==> src/rtl/multicycle_controller.sv <==
// Multicycle MIPS-style controller.
// A Moore FSM steps each instruction through fetch, decode and execute phases,
// waiting on memready for every memory access, and drives the datapath
// selects, write enables and ALU operation for the current step.
module multicycle_controller (
  input  logic       clk,
  input  logic       reset,
  input  logic [5:0] op,
  input  logic [5:0] funct,
  input  logic       zero,
  input  logic       memready,
  output logic       iord,
  output logic       irwrite,
  output logic       memwrite,
  output logic       alusrca,
  output logic [1:0] alusrcb,
  output logic [1:0] pcsrc,
  output logic       pcen,
  output logic       regwrite,
  output logic       regdst,
  output logic       memtoreg,
  output logic [2:0] alucontrol,
  output logic [3:0] state
);

  typedef enum logic [3:0] {
    S_FETCH    = 4'd0,
    S_DECODE   = 4'd1,
    S_MEMADR   = 4'd2,
    S_MEMRD    = 4'd3,
    S_MEMWB    = 4'd4,
    S_MEMWR    = 4'd5,
    S_EXECUTE  = 4'd6,
    S_ALUWB    = 4'd7,
    S_BRANCH   = 4'd8,
    S_ADDIEXEC = 4'd9,
    S_ADDIWB   = 4'd10,
    S_JUMP     = 4'd11
  } state_t;

  localparam logic [5:0] OP_LW    = 6'b100011;
  localparam logic [5:0] OP_SW    = 6'b101011;
  localparam logic [5:0] OP_RTYPE = 6'b000000;
  localparam logic [5:0] OP_BEQ   = 6'b000100;
  localparam logic [5:0] OP_ADDI  = 6'b001000;
  localparam logic [5:0] OP_J     = 6'b000010;

  localparam logic [1:0] ALUOP_ADD   = 2'b00;
  localparam logic [1:0] ALUOP_SUB   = 2'b01;
  localparam logic [1:0] ALUOP_FUNCT = 2'b10;

  state_t     r_state;
  state_t     w_next_state;

  logic       w_iord;
  logic       w_irwrite;
  logic       w_memwrite;
  logic       w_alusrca;
  logic [1:0] w_alusrcb;
  logic [1:0] w_pcsrc;
  logic       w_pcwrite;
  logic       w_branch;
  logic       w_regwrite;
  logic       w_regdst;
  logic       w_memtoreg;
  logic [1:0] w_aluop;
  logic       w_alu_active;

  // ALU decoder: the FSM picks add/sub directly, or defers to funct for R-type.
  function automatic logic [2:0] alu_decode(input logic [1:0] aluop, input logic [5:0] fn);
    logic [2:0] ctl;
    ctl = 3'b010;
    case (aluop)
      ALUOP_ADD: ctl = 3'b010;
      ALUOP_SUB: ctl = 3'b110;
      ALUOP_FUNCT: begin
        case (fn)
          6'b100000: ctl = 3'b010;
          6'b100010: ctl = 3'b110;
          6'b100100: ctl = 3'b000;
          6'b100101: ctl = 3'b001;
          6'b101010: ctl = 3'b111;
          default:   ctl = 3'b010;
        endcase
      end
      default: ctl = 3'b010;
    endcase
    return ctl;
  endfunction

  // State register; reset overrides any pending memory wait.
  always_ff @(posedge clk) begin
    if (reset) begin
      r_state <= S_FETCH;
    end else begin
      r_state <= w_next_state;
    end
  end

  // Next-state logic; unused codes fall back to FETCH.
  always_comb begin
    w_next_state = S_FETCH;
    case (r_state)
      S_FETCH: begin
        if (memready) begin
          w_next_state = S_DECODE;
        end else begin
          w_next_state = S_FETCH;
        end
      end
      S_DECODE: begin
        case (op)
          OP_LW, OP_SW: w_next_state = S_MEMADR;
          OP_RTYPE:     w_next_state = S_EXECUTE;
          OP_BEQ:       w_next_state = S_BRANCH;
          OP_ADDI:      w_next_state = S_ADDIEXEC;
          OP_J:         w_next_state = S_JUMP;
          default:      w_next_state = S_FETCH;
        endcase
      end
      S_MEMADR: begin
        if (op == OP_LW) begin
          w_next_state = S_MEMRD;
        end else begin
          w_next_state = S_MEMWR;
        end
      end
      S_MEMRD: begin
        if (memready) begin
          w_next_state = S_MEMWB;
        end else begin
          w_next_state = S_MEMRD;
        end
      end
      S_MEMWR: begin
        if (memready) begin
          w_next_state = S_FETCH;
        end else begin
          w_next_state = S_MEMWR;
        end
      end
      S_EXECUTE:  w_next_state = S_ALUWB;
      S_ADDIEXEC: w_next_state = S_ADDIWB;
      S_MEMWB, S_ALUWB, S_ADDIWB, S_BRANCH, S_JUMP: w_next_state = S_FETCH;
      default:    w_next_state = S_FETCH;
    endcase
  end

  // Moore output decode; FETCH's load enables follow memready so the
  // instruction and PC update only on the cycle the read completes.
  always_comb begin
    w_iord       = 1'b0;
    w_irwrite    = 1'b0;
    w_memwrite   = 1'b0;
    w_alusrca    = 1'b0;
    w_alusrcb    = 2'b00;
    w_pcsrc      = 2'b00;
    w_pcwrite    = 1'b0;
    w_branch     = 1'b0;
    w_regwrite   = 1'b0;
    w_regdst     = 1'b0;
    w_memtoreg   = 1'b0;
    w_aluop      = ALUOP_ADD;
    w_alu_active = 1'b1;
    case (r_state)
      S_FETCH: begin
        w_alusrcb = 2'b01;
        w_irwrite = memready;
        w_pcwrite = memready;
      end
      S_DECODE: begin
        w_alusrcb = 2'b11;
      end
      S_MEMADR, S_ADDIEXEC: begin
        w_alusrca = 1'b1;
        w_alusrcb = 2'b10;
      end
      S_MEMRD: begin
        w_iord = 1'b1;
      end
      S_MEMWB: begin
        w_regwrite = 1'b1;
        w_memtoreg = 1'b1;
      end
      S_MEMWR: begin
        w_iord     = 1'b1;
        w_memwrite = 1'b1;
      end
      S_EXECUTE: begin
        w_alusrca = 1'b1;
        w_aluop   = ALUOP_FUNCT;
      end
      S_ALUWB: begin
        w_regwrite = 1'b1;
        w_regdst   = 1'b1;
      end
      S_BRANCH: begin
        w_alusrca = 1'b1;
        w_aluop   = ALUOP_SUB;
        w_pcsrc   = 2'b01;
        w_branch  = 1'b1;
      end
      S_ADDIWB: begin
        w_regwrite = 1'b1;
      end
      S_JUMP: begin
        w_pcsrc   = 2'b10;
        w_pcwrite = 1'b1;
      end
      default: begin
        // Unused codes drive every output low, ALU control included.
        w_alu_active = 1'b0;
      end
    endcase
  end

  // Write enables are suppressed while reset is held; selects follow the state.
  assign iord       = w_iord;
  assign irwrite    = w_irwrite & ~reset;
  assign memwrite   = w_memwrite & ~reset;
  assign alusrca    = w_alusrca;
  assign alusrcb    = w_alusrcb;
  assign pcsrc      = w_pcsrc;
  assign pcen       = (w_pcwrite | (w_branch & zero)) & ~reset;
  assign regwrite   = w_regwrite & ~reset;
  assign regdst     = w_regdst;
  assign memtoreg   = w_memtoreg;
  assign alucontrol = w_alu_active ? alu_decode(w_aluop, funct) : 3'b000;
  assign state      = r_state;

endmodule

==> config.mk <==
export PLATFORM = sky130hd
export DESIGN_NAME = multicycle_controller
export DESIGN_NICKNAME = d
export VERILOG_FILES = /design/src/rtl/multicycle_controller.sv
export SDC_FILE = /design/constraint.sdc
export NUM_CORES = 1
export LEC_CHECK = 0
export CORE_MARGIN = 2
export CORE_UTILIZATION = 35
export CTS_BUF_LIST = sky130_fd_sc_hd__clkbuf_8
export CTS_CLUSTER_SIZE = 8
export DETAILED_ROUTE_END_ITERATION = 6
export PLACE_DENSITY = 0.83
export SYNTH_ARGS = -nofsm -noshare
export SYNTH_HDL_FRONTEND = slang
export SYNTH_SLANG_ARGS = --single-unit
==> constraint.sdc <==
create_clock -name clk -period 2.5 [get_ports clk]
set_clock_uncertainty 0.1 [all_clocks]
set_input_delay 0.75 -clock clk [delete_from_list [all_inputs] [get_ports clk]]
set_output_delay 0.75 -clock clk [all_outputs]
set_load 0.02 [all_outputs]
==> run_1/detail.png <==
The bar under the picture is 10 µm long. Window x 0 to 25, y 0 to 25 µm. Cells in grey, sequential cells in the stronger grey; small squares are vias.
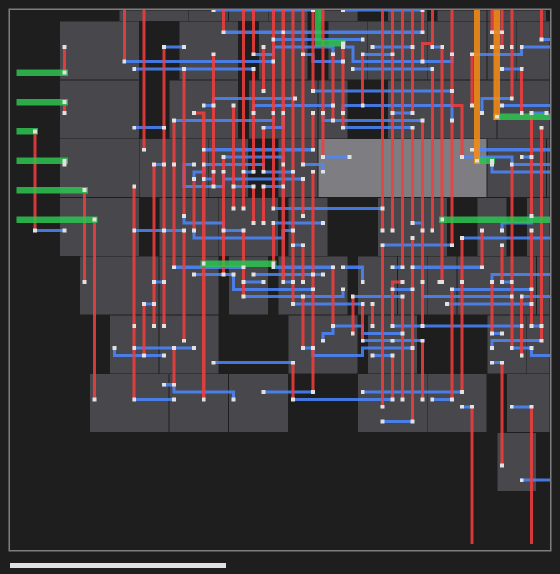
blue -> metal 1
green -> metal 3
red -> metal 2
orange -> metal 4
netlist names of flops here include = state (1)
cells with their middle in the window = 47
most frequent = buf_4 (10), clkdlybuf4s50_1 (6), nor3_1 (3)
sequential cells in the window = 1

==> run_1/layer_met3.png <==
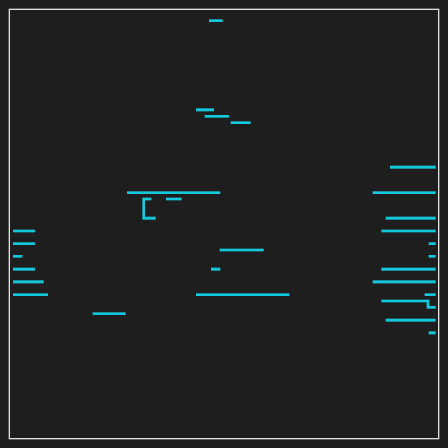
main direction = horizontal
longest straight run = 9.70 µm
share of all routed wire = 4.2%
final WL: 2408 µm
total via count in the routed design: 956
met3 GRT Util: 4.762%

==> results.txt, run 1 <==
I/O pins: 35
YS chip area: 608.1 µm²
Area Overhead vs Synth: 104.3%
H-tree depth: 1
WS Path Type: reg2out
Post-synth EDFFs: 0
Layout Nets: 168
Log Warnings: 30
synth warn: 0
CP endpoint: alucontrol[0]
Die Y: 45.68 µm
r2r startpoint: state[1]$_SDFF_PP0_
Primary FF master, synth: dfxtp_1
worst setup path start: state[0]$_SDFF_PP0_
fp util: 36.40%
row count: 15
initial DRC count: 16
Syn Inst Count: 92
Latency at later pin: 0.22 ns
CTS clk-pin slew, worst paths: 0.04 ns
n_taps: 17
port bufs: 34
Cell Area, Synth: 608.1 µm²
initial antenna violation count: 0
asr flop ratio synth: 0%
chip width: 45.68 µm
Hold Violations, Final: 0
max-slew violations: 0
post-synthesis cell type count: 36
Detailed Routing Iterations Pass 1: 4
Data buffer area share: 38.77%
drt via density: 5.829
CTS Root Cell: clkbuf_8
Routed Antenna Nets: 0
logic share of the area: 47.23%
status: complete, no violations
Synth Register Bits: 4
crit path cell chain: nand2b_4, or2_4, ha_4, o21ai_2, nor3_2, buf_4
seq_cells: 4
TritonCTS clock tree: built
post-DP HPWL: 1839 µm
die area: 2087 µm²
Yosys top cell area share: 13.17%
==> run_1/congestion.png <==
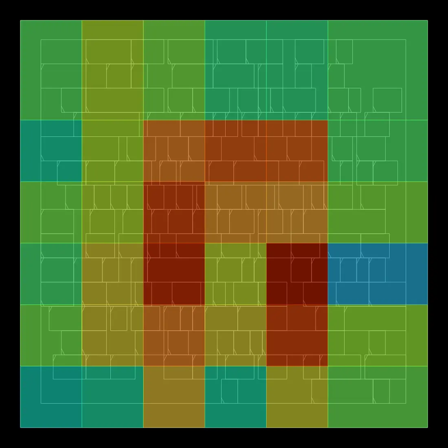
gr usage total: 23.03%
met1 track demand over resource: 24.47%
post-DR wirelength/cell: 14.68 µm
Final Util: 74.38%

-- run 1: timing repair --
item / 4_1_cts / 5_1_grt
gates cloned: 0 / 0
resized: 59 / 28
hold buffers: 0 / 0
endpoints found under the hold margin: 0 / 0
endpoints found under the setup margin: 13 / 7
pin swaps: 5 / 5
-- run 1: cells by family (layout without fill, tap and decap cells) --
group / Yosys count / after routing / synth area share (%)
adder cells (fa/ha/maj): 3 / 3 / 6.173
flip-flops: 4 / 4 / 13.17
multiplexers: 1 / 1 / 1.646
XOR/XNOR: 3 / 3 / 4.322
buffers and inverters: 12 / 67 / 8.642
AND-OR/OR-AND: 28 / 28 / 30.66
AND/OR/NAND/NOR: 41 / 41 / 35.40
-- run 1: stage by stage --
step	TNS [ns]	cells	utilization, %	area, µm²
after global routing	-0.09412	164	74.38	1242
final	0	164	74.38	1242
after detailed placement	-4.510	161	68.31	1141
after CTS	-0.05476	164	71.46	1194
after global placement	-4.106	161	68.31	1141
after floorplan	0	92	-	644.4
-- run 1: Yosys cell counts, types with 3 or more instances --
master	count
a21oi_1	7
nor2_1	7
nand2_1	5
clkbuf_1	5
dfxtp_1	4
ha_1	3
nand2b_1	6
nor3_1	10
inv_1	6
nand3_1	4
o21ai_0	6
-- run 1: report_power, final --
group | switching (mW) | internal, mW
registers | 0.00220 | 0.0644
logic | 0.0490 | 0.0519
clock network | 0.0331 | 0.103
-- run 1: worst max-delay path: cells and delay by family, from the launching register on --
family / cells / cell delay, ns
fa+ha+maj: 1 / 0.27
simple gates: 3 / 0.55
flops: 1 / 0.35
compound gates: 1 / 0.06
buf+inv: 1 / 0.17
-- run 1: metal layers --
layer  up-vias  track usage (%)  routed length [µm]
met3         4            4.762                  99
met4         0            3.529                  41
li1        455                -                   -
met5         -                0                   0
met1       461            24.47                 955
met2        36            45.92                1311
==> run_1/logic_types.png <==
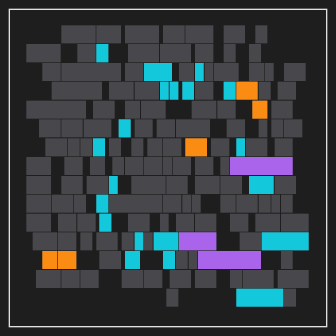

==> run 1 -> run 2 <==
==> constraint.sdc (replaced) <==
create_clock -name clk -period 2.5 [get_ports clk]
set_clock_uncertainty 0.1 [all_clocks]
set_input_delay 0.625 -clock clk [delete_from_list [all_inputs] [get_ports clk]]
set_output_delay 0.625 -clock clk [all_outputs]
set_load 0.02 [all_outputs]
==> run_2/logic_types.png <==
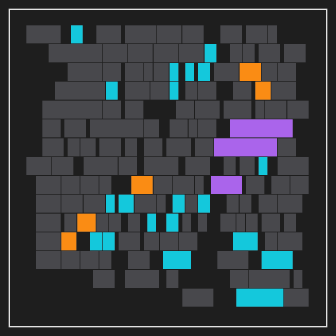
cyan -> NOR gates  # cells 20, most used nor3_1
purple -> adder and majority cells  # cells 3, most used ha_4
orange -> AND and OR gates  # cells 5
logic share of the area: 45.02%
Non-Filler Instances: 164

==> run 2 against run 1 <==
Compared with the run above:
- global-route usage barely moved
- highest routed layer unchanged
- count of clock-buffer cells in the layout did not move
- die area did not move
- first-iteration DRC count rose by 88%
- sequential power barely moved
- synthesized cell count did not move
- sequential share of layout area fell by 0.20 points
- critical path depth rose by 4
- power barely moved
- cell area did not move
- register-to-register slack improved by 0.03 ns
==> results.txt, run 2 <==
status: complete, no violations
switching power: 0.08348 mW (-0.90%)
Yosys top cell area share: 13.17% (unchanged)
fp util: 36.40% (unchanged)
Cell Area, Synth: 608.1 µm² (unchanged)
Fin Setup TNS: 0 ns (unchanged)
Log Warnings: 30 (unchanged)
WS Path Type: reg2out
I/O pins: 35 (unchanged)
placed cell count: 159 (-1.2%)
Synth Register Bits: 4 (unchanged)
initial antenna violation count: 0 (unchanged)
total via count in the routed design: 990 (+3.6%)
placed inst area: 1112 µm² (-2.5%)
sequential power: 0.0667 mW (about the same)
Latency at later pin: 0.22 ns (about the same)
Layout Nets: 168 (unchanged)
asr flop ratio synth: 0% (unchanged)
crit path cell chain: buf_4, nor2_4, nand3_2, buf_4, inv_1, ha_4, nand2b_1, a21oi_1, a21oi_1, buf_4
chip width: 45.68 µm (unchanged)
Hold Violations, Final: 0 (unchanged)
Post-synth EDFFs: 0 (unchanged)
final instance area: 1242 µm² (unchanged)
design internal power: 0.2197 mW (+0.34%)
die area: 2087 µm² (unchanged)
port bufs: 34 (unchanged)
post-synthesis cell type count: 36 (unchanged)
drt via density: 6.037 (+3.6%)
r2r startpoint: state[1]$_SDFF_PP0_
Clock power frac: 44.9% (about the same)
CTS clk-pin slew, worst paths: 0.03 ns (about the same)
initial DRC count: 30 (+14)
most common library cells after synthesis: nor3_1, a21oi_1, nor2_1
Primary FF master, synth: dfxtp_1
run 2: cell counts after synthesis:
Identical to the previous run, type by type.
run 2: cell type report:
cell class                      instances  area (µm²)  share of cell area [%]
Multi-Input combinational cell         76       559.3                   45.02
Timing Repair Buffer                   58       509.2                   40.99
Sequential cell                         4       86.33                   6.949
Clock buffer                            3       41.29                   3.323
Inverter                                6       25.02                   2.014
Tap cell                               17       21.27                   1.712
run 2: logic make-up (layout without fill, tap and decap cells):
kind of cell               Yosys count  count (layout)  share of synthesized area, %
AOI/OAI and AO/OA                   28              28                         30.66
xor gates and xnor gates             3               3                         4.322
adders and majority gates            3               3                         6.173
buffers and inverters               12              67                         8.642
DFF                                  4               4                         13.17
muxes                                1               1                         1.646
and+or+nand+nor                     41              41                         35.40
run 2: worst max path at each step:
stage | startpoint | end
5_1_grt | state[0]$_SDFF_PP0_ | alucontrol[1]
4_1_cts | state[0]$_SDFF_PP0_ | alucontrol[2]
3_3_place_gp | funct[2] | alucontrol[0]
2_1_floorplan | state[3]$_SDFF_PP0_ | alucontrol[1]
6_report | state[0]$_SDFF_PP0_ | alucontrol[1]
3_5_place_dp | funct[2] | alucontrol[0]
run 2: timing repair:
| item | CTS | global route |
|---|---|---|
| hold buffers | 0 | 0 |
| endpoints found under the setup margin | 10 | 5 |
| buffers inserted | 1 | 1 |
| pin swaps | 1 | 8 |
| resized | 36 | 20 |
run 2: metal layers:
metal	vias to the layer above	part of all wire (%)	global-route usage (%)
met5	-	0	0
met4	0	2.5	6.471
met3	13	7.7	3.571
met2	64	53	43.38
met1	460	37	26.25
li1	453	-	-
Power figures rest on the tool's default switching activity, not on a simulated workload.
